--- src/rtl/branch_pred_pkg.sv ---
// Shared constants for the branch trace sequencer: FSM state encodings and default widths.
package branch_pred_pkg;

    localparam int DEFAULT_ADDR_WIDTH = 8;
    localparam int DEFAULT_CNT_WIDTH  = 16;

    localparam int STATE_W = 3;
    typedef logic [STATE_W-1:0] state_t;

    localparam logic [2:0] ST_WAIT_INIT = 3'd0;
    localparam logic [2:0] ST_IDLE      = 3'd1;
    localparam logic [2:0] ST_ISSUE     = 3'd2;
    localparam logic [2:0] ST_WAIT_PRED = 3'd3;
    localparam logic [2:0] ST_WAIT_DONE = 3'd4;
    localparam logic [2:0] ST_COMPLETE  = 3'd5;
    localparam logic [2:0] ST_GAP       = 3'd6;

endpackage

--- src/rtl/branch_trace_sequencer_fifo.sv ---
// Synchronous trace buffer with combinational head read; pop takes effect on the same clock edge.
// push_rdy is registered from the post-update fill level, so a full buffer refuses pushes until one cycle after a pop.
module trace_fifo
    import branch_pred_pkg::*;
#(
    parameter int DEPTH = 8,
    parameter int WIDTH = DEFAULT_ADDR_WIDTH + 1
) (
    input  logic             clk,
    input  logic             rst_n,
    input  logic             push_vld,
    output logic             push_rdy,
    input  logic [WIDTH-1:0] push_dat,
    output logic             pop_vld,
    input  logic             pop_rdy,
    output logic [WIDTH-1:0] pop_dat
);

    localparam int AW = (DEPTH > 1) ? $clog2(DEPTH) : 1;
    localparam int CW = AW + 1;

    logic [WIDTH-1:0] mem_q [DEPTH];
    logic [AW-1:0]    wr_ptr_q, wr_ptr_d;
    logic [AW-1:0]    rd_ptr_q, rd_ptr_d;
    logic [CW-1:0]    count_q, count_d;
    logic             rdy_q, rdy_d;
    logic             push_fire, pop_fire, empty, full_d;

    assign empty     = (count_q == '0);
    assign push_fire = push_vld & rdy_q;
    assign pop_fire  = pop_rdy & ~empty;

    always_comb begin
        wr_ptr_d = wr_ptr_q;
        rd_ptr_d = rd_ptr_q;
        count_d  = count_q;
        if (push_fire) wr_ptr_d = wr_ptr_q + AW'(1);
        if (pop_fire)  rd_ptr_d = rd_ptr_q + AW'(1);
        case ({push_fire, pop_fire})
            2'b10:   count_d = count_q + CW'(1);
            2'b01:   count_d = count_q - CW'(1);
            default: count_d = count_q;
        endcase
        full_d = (count_d == CW'(DEPTH));
        rdy_d  = ~full_d;
    end

    always_ff @(posedge clk) begin
        if (!rst_n) begin
            wr_ptr_q <= '0;
            rd_ptr_q <= '0;
            count_q  <= '0;
            rdy_q    <= 1'b1;
        end else begin
            wr_ptr_q <= wr_ptr_d;
            rd_ptr_q <= rd_ptr_d;
            count_q  <= count_d;
            rdy_q    <= rdy_d;
        end
    end

    // Storage needs no reset: the pointers alone define which entries are live.
    always_ff @(posedge clk) begin
        if (push_fire) mem_q[wr_ptr_q] <= push_dat;
    end

    assign push_rdy = rdy_q;
    assign pop_vld  = ~empty;
    assign pop_dat  = mem_q[rd_ptr_q];

endmodule

--- src/rtl/branch_trace_sequencer.sv ---
// Feeds buffered (addr, dir) trace entries to the perceptron predictor one at a time and tallies mispredictions.
// Push into an empty buffer raises bp_new_data_avail 2 cycles later; trace_ready drops (registered) when the buffer fills.
module branch_trace_sequencer
    import branch_pred_pkg::*;
#(
    parameter int FIFO_DEPTH     = 8,
    parameter int ADDR_WIDTH     = DEFAULT_ADDR_WIDTH,
    parameter int CNT_WIDTH      = DEFAULT_CNT_WIDTH,
    parameter int TIMEOUT_CYCLES = 255
) (
    input  logic                  clk,
    input  logic                  rst_n,
    input  logic                  trace_valid,
    output logic                  trace_ready,
    input  logic [ADDR_WIDTH-1:0] trace_addr,
    input  logic                  trace_dir,
    input  logic                  stats_clear,
    input  logic                  bp_mem_reset_done,
    input  logic                  bp_pred_ready,
    input  logic                  bp_prediction,
    input  logic                  bp_training_done,
    output logic [ADDR_WIDTH-1:0] bp_inst_addr,
    output logic                  bp_new_data_avail,
    output logic                  bp_dir_gt,
    output logic                  busy,
    output logic [CNT_WIDTH-1:0]  total_cnt,
    output logic [CNT_WIDTH-1:0]  mispred_cnt,
    output logic                  timeout_flag
);

    localparam int TW = $clog2(TIMEOUT_CYCLES + 1);

    state_t                state_q, state_d;
    logic                  init_done_q, init_done_d;
    logic [ADDR_WIDTH-1:0] addr_q, addr_d;
    logic                  dir_q, dir_d;
    logic                  pred_q, pred_d;
    logic [TW-1:0]         tmo_q, tmo_d;
    logic [CNT_WIDTH-1:0]  total_q, total_d;
    logic [CNT_WIDTH-1:0]  mispred_q, mispred_d;
    logic                  tmo_flag_q, tmo_flag_d;
    logic                  nda_q, nda_d;
    logic                  busy_q, busy_d;

    logic                  fifo_vld, fifo_pop, tmo_expired;
    logic [ADDR_WIDTH:0]   fifo_dat;

    trace_fifo #(
        .DEPTH (FIFO_DEPTH),
        .WIDTH (ADDR_WIDTH + 1)
    ) u_fifo (
        .clk      (clk),
        .rst_n    (rst_n),
        .push_vld (trace_valid),
        .push_rdy (trace_ready),
        .push_dat ({trace_addr, trace_dir}),
        .pop_vld  (fifo_vld),
        .pop_rdy  (fifo_pop),
        .pop_dat  (fifo_dat)
    );

    assign tmo_expired = (tmo_q == '0);

    always_comb begin
        state_d     = state_q;
        init_done_d = init_done_q | bp_mem_reset_done;
        addr_d      = addr_q;
        dir_d       = dir_q;
        pred_d      = pred_q;
        tmo_d       = tmo_q;
        total_d     = total_q;
        mispred_d   = mispred_q;
        tmo_flag_d  = tmo_flag_q;
        fifo_pop    = 1'b0;

        case (state_q)
            ST_WAIT_INIT: begin
                if (init_done_d) state_d = ST_IDLE;
            end
            ST_IDLE: begin
                if (fifo_vld) begin
                    fifo_pop = 1'b1;
                    addr_d   = fifo_dat[ADDR_WIDTH:1];
                    dir_d    = fifo_dat[0];
                    state_d  = ST_ISSUE;
                end
            end
            ST_ISSUE: begin
                // Loaded one short so the wait states span TIMEOUT_CYCLES cycles including the zero count.
                tmo_d   = TW'(TIMEOUT_CYCLES - 1);
                state_d = ST_WAIT_PRED;
            end
            ST_WAIT_PRED: begin
                if (!tmo_expired) tmo_d = tmo_q - TW'(1);
                if (bp_pred_ready) begin
                    pred_d  = bp_prediction;
                    state_d = bp_training_done ? ST_COMPLETE : ST_WAIT_DONE;
                end else if (tmo_expired) begin
                    tmo_flag_d = 1'b1;
                    state_d    = ST_GAP;
                end
            end
            ST_WAIT_DONE: begin
                if (!tmo_expired) tmo_d = tmo_q - TW'(1);
                if (bp_training_done) begin
                    state_d = ST_COMPLETE;
                end else if (tmo_expired) begin
                    tmo_flag_d = 1'b1;
                    state_d    = ST_GAP;
                end
            end
            ST_COMPLETE: begin
                if (total_q != '1) total_d = total_q + CNT_WIDTH'(1);
                if ((pred_q != dir_q) && (mispred_q != '1)) mispred_d = mispred_q + CNT_WIDTH'(1);
                state_d = ST_GAP;
            end
            ST_GAP: begin
                state_d = ST_IDLE;
            end
            default: begin
                state_d = ST_WAIT_INIT;
            end
        endcase

        if (stats_clear) begin
            total_d    = '0;
            mispred_d  = '0;
            tmo_flag_d = 1'b0;
        end
    end

    // Request level and busy are registered from the next state so the predictor sees clean edges.
    assign nda_d  = (state_d == ST_ISSUE) || (state_d == ST_WAIT_PRED) || (state_d == ST_WAIT_DONE);
    assign busy_d = nda_d || (state_d == ST_COMPLETE);

    always_ff @(posedge clk) begin
        if (!rst_n) begin
            state_q     <= ST_WAIT_INIT;
            init_done_q <= 1'b0;
            addr_q      <= '0;
            dir_q       <= 1'b0;
            pred_q      <= 1'b0;
            tmo_q       <= '0;
            total_q     <= '0;
            mispred_q   <= '0;
            tmo_flag_q  <= 1'b0;
            nda_q       <= 1'b0;
            busy_q      <= 1'b0;
        end else begin
            state_q     <= state_d;
            init_done_q <= init_done_d;
            addr_q      <= addr_d;
            dir_q       <= dir_d;
            pred_q      <= pred_d;
            tmo_q       <= tmo_d;
            total_q     <= total_d;
            mispred_q   <= mispred_d;
            tmo_flag_q  <= tmo_flag_d;
            nda_q       <= nda_d;
            busy_q      <= busy_d;
        end
    end

    assign bp_inst_addr      = addr_q;
    assign bp_dir_gt         = dir_q;
    assign bp_new_data_avail = nda_q;
    assign busy              = busy_q;
    assign total_cnt         = total_q;
    assign mispred_cnt       = mispred_q;
    assign timeout_flag      = tmo_flag_q;

endmodule

--- config.mk ---
export PLATFORM = sky130hd
export DESIGN_NAME = branch_trace_sequencer
export DESIGN_NICKNAME = d
export VERILOG_FILES = /design/src/rtl/branch_pred_pkg.sv /design/src/rtl/branch_trace_sequencer_fifo.sv /design/src/rtl/branch_trace_sequencer.sv
export SDC_FILE = /design/constraint.sdc
export NUM_CORES = 1
export LEC_CHECK = 0
export CAP_MARGIN = 20
export CORE_ASPECT_RATIO = 0.7
export CORE_MARGIN = 4
export CORE_UTILIZATION = 24
export CTS_CLUSTER_SIZE = 16
export DETAILED_ROUTE_END_ITERATION = 7
export DONT_BUFFER_PORTS = 1
export PLACE_DENSITY_LB_ADDON = 0.12
export SYNTH_ARGS = -nofsm -noshare
export SYNTH_HDL_FRONTEND = slang
export SYNTH_HIERARCHICAL = 1
export SYNTH_SLANG_ARGS = --single-unit
--- constraint.sdc ---
create_clock -name clk -period 3.1 [get_ports clk]
set_input_delay 0.62 -clock clk [delete_from_list [all_inputs] [get_ports clk]]
set_output_delay 0.62 -clock clk [all_outputs]
set_load 0.01 [all_outputs]
### Register map, names as in the netlist

Bar = 50 µm. Other sequential cells in the stronger grey, the rest of the logic in the fainter grey.
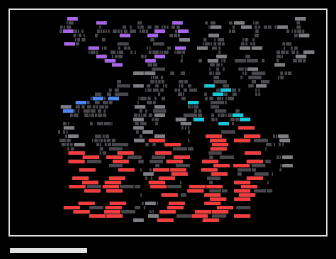
[cyan] `tmo_q` | sequential cells: 8
[blue] `u_fifo/count_q` | sequential cells: 4 | where: left middle
[purple] `total_cnt` | sequential cells: 16
[red] `u_fifo/mem_q` | sequential cells: 72

### A small window of the routed layout

Bar = 20 µm. Window x 77 to 127, y 77 to 127 µm. Cells in grey, sequential cells in the stronger grey; small squares are vias.
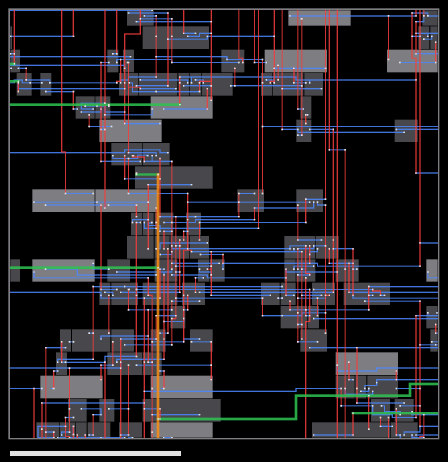
[red] met2
[blue] met1
[green] met3
[orange] met4
sequential cells in the window: 12
cells with their middle in the window: 93
netlist names of flops here include: `state_q` (3), `total_cnt` (3)
most frequent: dfxtp_1 (12), nand2_1 (10)

### I/O pins on the die edge

Bar = 50 µm. Pins as bars across the die edge, other pins in grey.
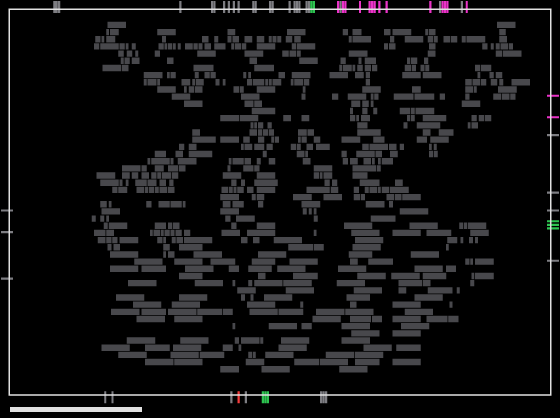
[red] `busy` | pins: 1 | direction: output | edge: bottom
[green] `bp_inst_addr` | pins: 8 | direction: output | edge: 3 right, 3 bottom, 2 top
[magenta] `mispred_cnt` | pins: 16 | direction: output | edge: 14 top, 2 right
all pins by edge: 39 top, 11 bottom, 9 right, 3 left

==> git commit body <==
Refresh implementation metrics

* Status: complete, no violations
- The synthesis report lists the most area-consuming cells as edfxtp_1 (33%), dfxtp_1 (22%), mux4_1 (6.5%).
* Routed via count: between 4000 and 5000
- Clock tree from TritonCTS: yes
- Maximum VDD drop: about 370 µV
- In the power breakdown, the internal column shows between 3000 and 4000 µW.
- Post-layout util: 28.2%
- Wires add up to about 16000 µm.
* Final count of hold timing violations: 0
- Entering global routing, the biggest net connects 30 pins.
- The H-tree was split into 4 levels.
* Period utilisation layout: about nine tenths
- Final Wtd Congestion: approximately 0.71
* Synthesized netlist net count: 553
* Classification of the worst setup path: flip-flop to flip-flop
- The clock drives 143 sinks.
- The first global-routing pass estimated between 20000 and 25000 µm of wire.
- TritonCTS created 17 clock buffers.
- Overall chip area: about 30000 µm²
- Final routed DRC violation total: 0
- From synthesis to final layout, the design area changed by 15.8%.
- Portion of the post-synthesis area used by sequential elements: 55.1%
- Yosys mapped the design onto roughly 69 distinct sky130hd cell types.
- The script extracted a total leakage power of 0.00250 µW.
- For this design, the CTS-stage hold fixing added 0 buffers.
* Fin. max-slew vios: 0
- The most critical setup path has its startpoint at u_fifo/count_q[1].
- Combinational logic burns 16.9% of the power.
- Average footprint of a synthesized cell: around 12 µm²
- After clock tree synthesis, the setup repair step added 0 buffers.
* Async set-or-reset flop fraction in the synthesized netlist: 0%
- Unrepaired setup endpoints after global routing: no
* Count of antenna-violating nets left after detailed routing: 0
* Via count of the first global-routing pass: between 4000 and 5000
* Count of flip-flops with a built-in enable after synthesis: between 70 and 80
* Count of synthesis-stage warnings from yosys: 6
- The report gives the cell count of the worst hold path as 0.
- Post-synthesis cell type with the largest combined area: edfxtp_1
-- registers in the layout (all words and copies together), names as in the netlist, 3 cells and up, named ones only --
register and cells:
total_cnt 16, state_q 3, u_fifo/mem_q 72, tmo_q 8, mispred_cnt 16, u_fifo/wr_ptr_q 3, u_fifo/rd_ptr_q 3, u_fifo/count_q 4
bp_inst_addr 8
-- power groups by stage --
stage               logic, µW  clock network (µW)  registers, µW
finish                    870                2040           2240
global route              984                2190           2260
CTS                       883                2100           2250
detailed placement        880                   0           2290
global placement          871                   0           2290
floorplan                 667                   0           2270
-- metrics by stage --
stage	cell area (µm²)	power (µW)	setup WS (ns)	cells	hold WS, ns
5_1_grt	7530	5440	0.0215	916	0.262
3_5_place_dp	6940	3170	0.286	884	0.449
6_report	7530	5160	0.269	916	0.293
4_1_cts	7530	5230	0.259	916	0.272
2_1_floorplan	6500	2930	0.0962	526	0.426
3_3_place_gp	6940	3160	0.286	884	0.441
-- layout by cell type (no fill, tap or decap), types with 14 or more instances in the layout --
cell and n:
a21oi_1 34, buf_4 19, clkbuf_16 17, dfxtp_1 71, edfxtp_1 72, mux2i_1 14
mux4_1 16, nand2_1 55, nand2b_1 14, nand3_1 18, nor2_1 17
-- cells by family (layout without fill, tap and decap cells) --
group | Yosys count | count (layout) | share of synthesized area, %
simple gates | 199 | 199 | 18.3
flops | 143 | 143 | 55.1
compound gates | 88 | 88 | 9.18
mux | 41 | 41 | 10.9
buf+inv | 36 | 62 | 3.27
fa+ha+maj | 10 | 10 | 1.92
xor+xnor | 9 | 9 | 1.33
-- routing by layer --
layer | global-route usage (%) | up-vias | share of wire, %
met2 | 15.9 | 54 | 45
met3 | 2.27 | 9 | 3.4
met1 | 15.2 | 2073 | 50
li1 | - | 2074 | -
met4 | 3.11 | 0 | 1.0
met5 | 0 | - | 0
-- critical path: stages, from the launching register on --
cell and delay, ns:
dfxtp_1 0.37, or4_4 0.61, nand4bb_1 0.17, clkinv_2 0.08, nand2_2 0.09, inv_1 0.06, ha_1 0.26, xor2_1 0.17
ha_1 0.19, a21oi_1 0.14, mux2i_1 0.23, xor2_1 0.20, o211ai_1 0.12
-- cell type report --
class | instances | area share (%)
tap | 364 | 6.05
clock inverter | 15 | 2.16
multi-input combinational | 347 | 36.1
sequential | 143 | 47.6
timing repair buffer | 19 | 1.89
inverter | 11 | 0.565
clock buffer | 17 | 5.65
-- worst paths after layout --
kind / to / slack, ns
hold / removal: u_fifo/mem_q[4][5] / 0.29
hold reg to reg: init_done_q / 0.46
setup reg to reg: u_fifo/push_rdy / 0.27
setup / recovery: u_fifo/push_rdy / 0.27
Power is estimated from default activity; no workload was simulated.
